Fig. 1: M1 wires
The bar under the picture is 20 µm long. Supply wires on this layer in grey.
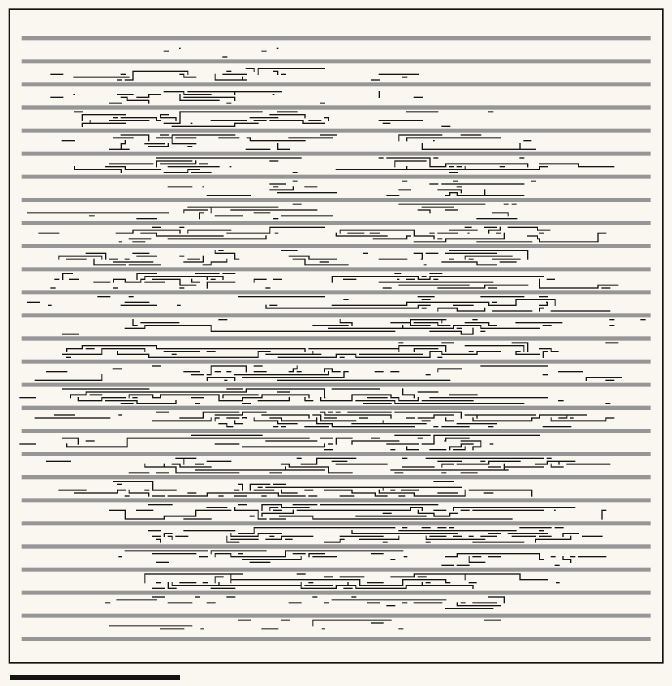
Fig. 2: met2 routing
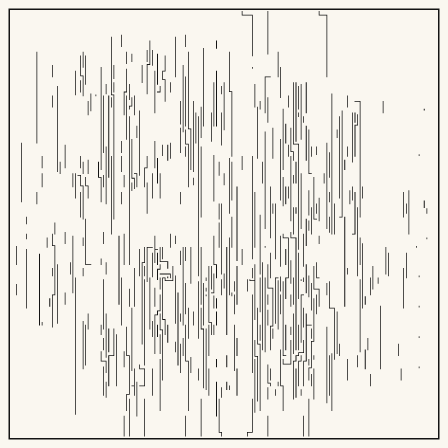
Fig. 3: met3 routing
The bar under the picture is 20 µm long. Cells faint in the background.
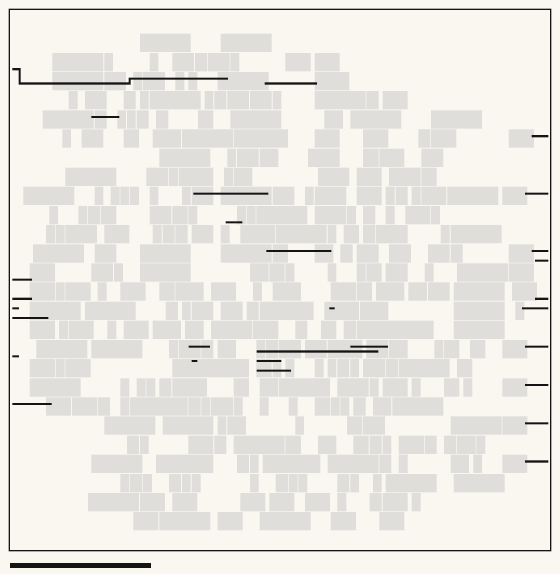
Fig. 4: gate families picked out
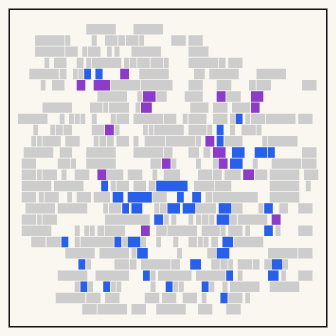
[src/rtl/seg7_scan_driver.sv]
// Time-multiplexed 4-digit hex 7-segment driver with per-frame value capture.
// Optional SEG7_LZ_BLANK_EN: blank leading zero digits (digit0 always shown).
module seg7_scan_driver #(
  parameter int REFRESH_DIV = 100000,
  parameter bit ACTIVE_LOW  = 1'b1
) (
  input  logic        clk,
  input  logic        rst,
  input  logic [15:0] input_value,
  output logic [3:0]  disp_en,
  output logic [6:0]  seg7_output,
  output logic        frame_pulse
);

  localparam int CW = (REFRESH_DIV > 1) ? $clog2(REFRESH_DIV) : 1;
  localparam logic [3:0] EN_OFF  = ACTIVE_LOW ? 4'hF : 4'h0;
  localparam logic [6:0] SEG_OFF = ACTIVE_LOW ? 7'h7F : 7'h00;

  logic [CW-1:0] presc;
  logic          tick;
  logic [1:0]    digit_idx, idx_nxt;
  logic [15:0]   shadow, shadow_nxt;
  logic [3:0]    nibble;
  logic          blank;
  logic [3:0]    en_l;
  logic [6:0]    seg_l;

  // Segment patterns are active-low, {g,f,e,d,c,b,a}
  function automatic logic [6:0] decode(input logic [3:0] n);
    case (n)
      4'h0: decode = 7'h40;
      4'h1: decode = 7'h79;
      4'h2: decode = 7'h24;
      4'h3: decode = 7'h30;
      4'h4: decode = 7'h19;
      4'h5: decode = 7'h12;
      4'h6: decode = 7'h02;
      4'h7: decode = 7'h78;
      4'h8: decode = 7'h00;
      4'h9: decode = 7'h10;
      4'hA: decode = 7'h08;
      4'hB: decode = 7'h03;
      4'hC: decode = 7'h46;
      4'hD: decode = 7'h21;
      4'hE: decode = 7'h06;
      default: decode = 7'h0E;
    endcase
  endfunction

  assign tick = (presc == CW'(REFRESH_DIV - 1));

  always_ff @(posedge clk) begin
    if (rst || tick) presc <= '0;
    else             presc <= presc + CW'(1);
  end

  always_comb begin
    idx_nxt    = digit_idx;
    shadow_nxt = shadow;
    if (tick) begin
      idx_nxt = digit_idx + 2'd1;
      if (digit_idx == 2'd3) shadow_nxt = input_value;
    end
  end

  // Output stage looks at the values being loaded this edge so pins follow tick by one clock
  always_comb begin
    case (idx_nxt)
      2'd0:    nibble = shadow_nxt[3:0];
      2'd1:    nibble = shadow_nxt[7:4];
      2'd2:    nibble = shadow_nxt[11:8];
      default: nibble = shadow_nxt[15:12];
    endcase
`ifdef SEG7_LZ_BLANK_EN
    blank = (idx_nxt != 2'd0) && ((shadow_nxt >> {idx_nxt, 2'b00}) == 16'h0000);
`else
    blank = 1'b0;
`endif
    en_l  = blank ? 4'hF  : ~(4'b0001 << idx_nxt);
    seg_l = blank ? 7'h7F : decode(nibble);
  end

  always_ff @(posedge clk) begin
    if (rst) begin
      digit_idx   <= 2'd3;
      shadow      <= 16'h0000;
      frame_pulse <= 1'b0;
      disp_en     <= EN_OFF;
      seg7_output <= SEG_OFF;
    end else begin
      digit_idx   <= idx_nxt;
      shadow      <= shadow_nxt;
      frame_pulse <= tick && (digit_idx == 2'd3);
      if (tick) begin
        disp_en     <= ACTIVE_LOW ? en_l  : ~en_l;
        seg7_output <= ACTIVE_LOW ? seg_l : ~seg_l;
      end
    end
  end

endmodule
[config.mk]
export PLATFORM = sky130hd
export DESIGN_NAME = seg7_scan_driver
export DESIGN_NICKNAME = d
export VERILOG_FILES = /design/src/rtl/seg7_scan_driver.sv
export SDC_FILE = /design/constraint.sdc
export NUM_CORES = 1
export LEC_CHECK = 0
export CORE_MARGIN = 1
export CORE_UTILIZATION = 45
export DETAILED_ROUTE_END_ITERATION = 12
export GPL_TIMING_DRIVEN = 0
export PLACE_DENSITY = 0.72
export SLEW_MARGIN = 20
export SYNTH_ARGS = -nofsm -noshare
export SYNTH_HDL_FRONTEND = slang
export SYNTH_SLANG_ARGS = --single-unit
[constraint.sdc]
create_clock -name clk -period 4 [get_ports clk]
set_input_delay 0.4 -clock clk [delete_from_list [all_inputs] [get_ports clk]]
set_output_delay 0.4 -clock clk [all_outputs]
set_load 0.02 [all_outputs]
==> COMMIT_EDITMSG <==
Refresh implementation metrics

- Counting flops with a built-in enable in the synthesized netlist gives 0.
- Path depth of the worst reg2reg path: 10
* Worst Path Arrival: 3.50 ns
- Setup violators final: 0
- Storage cell area: 941 µm²
* Critical path launch point type: flip-flop
- Synthesis-to-finish area growth: 20.0%
* Total leakage power: 0.00118 µW
* RD Place Congestion: 0.869
- The gate-level netlist out of Yosys references 59 unique cell types.
* Path category of the worst min-delay check: flip-flop to flip-flop
* Total of max-cap violations: 0
- The pre-antenna-repair detailed-routing pass consisted of 4 iterations.
* TritonCTS clock tree: done
- The core region is 5240 µm².
- For this block, the initial DRC count from the detailed router was 158.
- Main synth FF type: sky130_fd_sc_hd__dfxtp_1
- Die Span X: 76.8 µm
* Clock Path Buffers: 2
- The stat command in Yosys gives a chip area of 2510 µm².
- For reference, the most critical setup path is categorized as flip-flop to flip-flop.
* Post-cts sizing count: 0
- Critical path peak fanout: 9
* Fraction of final layout cells sized beyond drive strength 1: 9.26%
- After detailed routing, the average wire length per cell comes to 13.6 µm.
- Pins over their slew limit in the final report were tallied at 0.
- STA classifies the critical path endpoint as a flip-flop.
* Minimum setup slack among reg-to-reg paths: 0.70 ns
- According to the timing report, the data required time at the worst endpoint equals 4.20 ns.
* Clk slew on worst S/H paths: 0.09 ns
- Net total in the final layout: 349
- Tool warnings: 31
* Register share after synthesis: 37.4%
- Top-count cell post-synth: sky130_fd_sc_hd__dfxtp_1
- In this run the power density over the cells is 307 nW/µm².
- Maximum vdd drop: 0.165 mV
- Via density per instance: 5.37
* GRT Util Overall: 19.9%
- After layout, the setup clock skew is reported as 0.00804 ns.
- Rel. slew slack: 55.4%
- Status: finished clean
- Along the worst hold path, the cell count comes to 1.
About Fig. 1:
longest straight run: 23.9 µm
share of all routed wire: 49%
main direction: horizontal
routed via count: 2,117
routed wire length: 5.36 mm
global routing met1 resource utilization: 26.3%

About Fig. 2:
wire length on this layer: 2,530 µm
longest straight run: 28.6 µm
nets with wire on the layer: 277
main direction: vertical
share of all routed wire: 47%

About Fig. 3:
longest straight run: 17.0 µm
nets with wire on the layer: 24
main direction: horizontal
share of all routed wire: 2.6%
wire length on this layer: 141 µm

About Fig. 4:
| family | colour | cells | most used |
|---|---|---|---|
| and/or cells | purple | 17 | and3_1 |
| aoi and oai cells | blue | 41 | a21oi_1 |
commonest non-fill, non-tap cell in the layout: sky130_fd_sc_hd__dfxtp_1
tally of non-filler cells in the final layout: 394
multi-input gate share of the layout cell area: 47.7%

-- registers in the layout (all words and copies together) (netlist names) --
name / flops
frame_pulse: 1
shadow: 16
digit_idx: 2
disp_en: 4
presc: 17
seg7_output: 7
-- layout make-up --
cell class | instances | share of cell area [%]
multi-input combinational | 213 | 47.7
sequential | 47 | 31.2
timing repair buffer | 28 | 9.28
buffer | 18 | 3.19
tap | 70 | 2.90
clock buffer | 5 | 2.28
clock inverter | 3 | 2.24
inverter | 10 | 1.24
-- placed cells by master, fill, tap and decap left out, drive strengths merged, types with 4 or more instances in the layout --
cell type      synthesis  layout
nor3                   8       8
nand3                 13      13
nand4                  4       4
and3                   4       4
dfxtp                 47      47
a21oi                 17      17
clkbuf                11      16
xnor2                  5       5
nor2                  37      37
ha                     8       8
o32a                   4       4
or2                    5       5
buf                    7       7
nand2                 35      35
clkdlybuf4s50          0      28
inv                   10      10
o21ai                  4       4
mux2i                 12      12
xor2                   9       9
-- how the worst min path moves through the flow --
stage	start	to	slack [ns]
2_1_floorplan	presc[0]$_SDFF_PP0_	presc[0]$_SDFF_PP0_	0.42
3_3_place_gp	presc[0]$_SDFF_PP0_	presc[0]$_SDFF_PP0_	0.43
3_5_place_dp	presc[0]$_SDFF_PP0_	presc[0]$_SDFF_PP0_	0.44
4_1_cts	presc[0]$_SDFF_PP0_	presc[0]$_SDFF_PP0_	0.46
5_1_grt	presc[0]$_SDFF_PP0_	presc[0]$_SDFF_PP0_	0.49
6_report	presc[0]$_SDFF_PP0_	presc[0]$_SDFF_PP0_	0.45
-- logic make-up after synthesis --
logic type	share of synthesized area [%]
AND/OR/NAND/NOR	25.5
flip-flops	37.4
multiplexers	7.61
adder cells (fa/ha/maj)	3.98
AND-OR/OR-AND	15.3
buffers and inverters	5.32
XOR/XNOR	4.88
-- metrics by stage --
step	instance area, µm²	hold WS [ns]	util, %	instances	setup slack, ns
final	3020	0.453	57.6	394	0.699
after floorplan	2510	0.418	-	288	1.16
after global routing	3020	0.491	57.6	394	0.474
after global placement	2880	0.430	55.0	386	0.766
after CTS	3020	0.458	57.6	394	0.723
after detailed placement	2880	0.442	55.0	386	0.744
-- where the power goes --
part           total (µW)  internal (µW)  switching (µW)  leakage [µW]
combinational        35.1           20.5            14.6      0.000738
clock                 419            249             170     0.0000644
sequential            472            470            2.21      0.000380
-- routing by layer --
layer | global-route usage (%) | routed length [µm] | part of all wire, % | vias up
met5 | 0 | 0 | 0 | -
met4 | 5.96 | 68 | 1.3 | 0
met3 | 3.93 | 140 | 2.6 | 8
met2 | 32.7 | 2530 | 47 | 37
met1 | 26.3 | 2620 | 49 | 984
li1 | - | - | - | 1088
-- worst max-delay path, stage by stage (launching register included) --
cell	delay, ns
sky130_fd_sc_hd__dfxtp_1	0.34
sky130_fd_sc_hd__or2_4	0.26
sky130_fd_sc_hd__nor4_4	0.58
sky130_fd_sc_hd__nand3_1	0.39
sky130_fd_sc_hd__mux2i_1	0.25
sky130_fd_sc_hd__a221o_1	0.48
sky130_fd_sc_hd__ha_1	0.28
sky130_fd_sc_hd__inv_1	0.08
sky130_fd_sc_hd__or2_1	0.13
sky130_fd_sc_hd__a21oi_1	0.08
sky130_fd_sc_hd__o32a_1	0.32
No activity file was given, so power comes from the tool's default toggle rates.
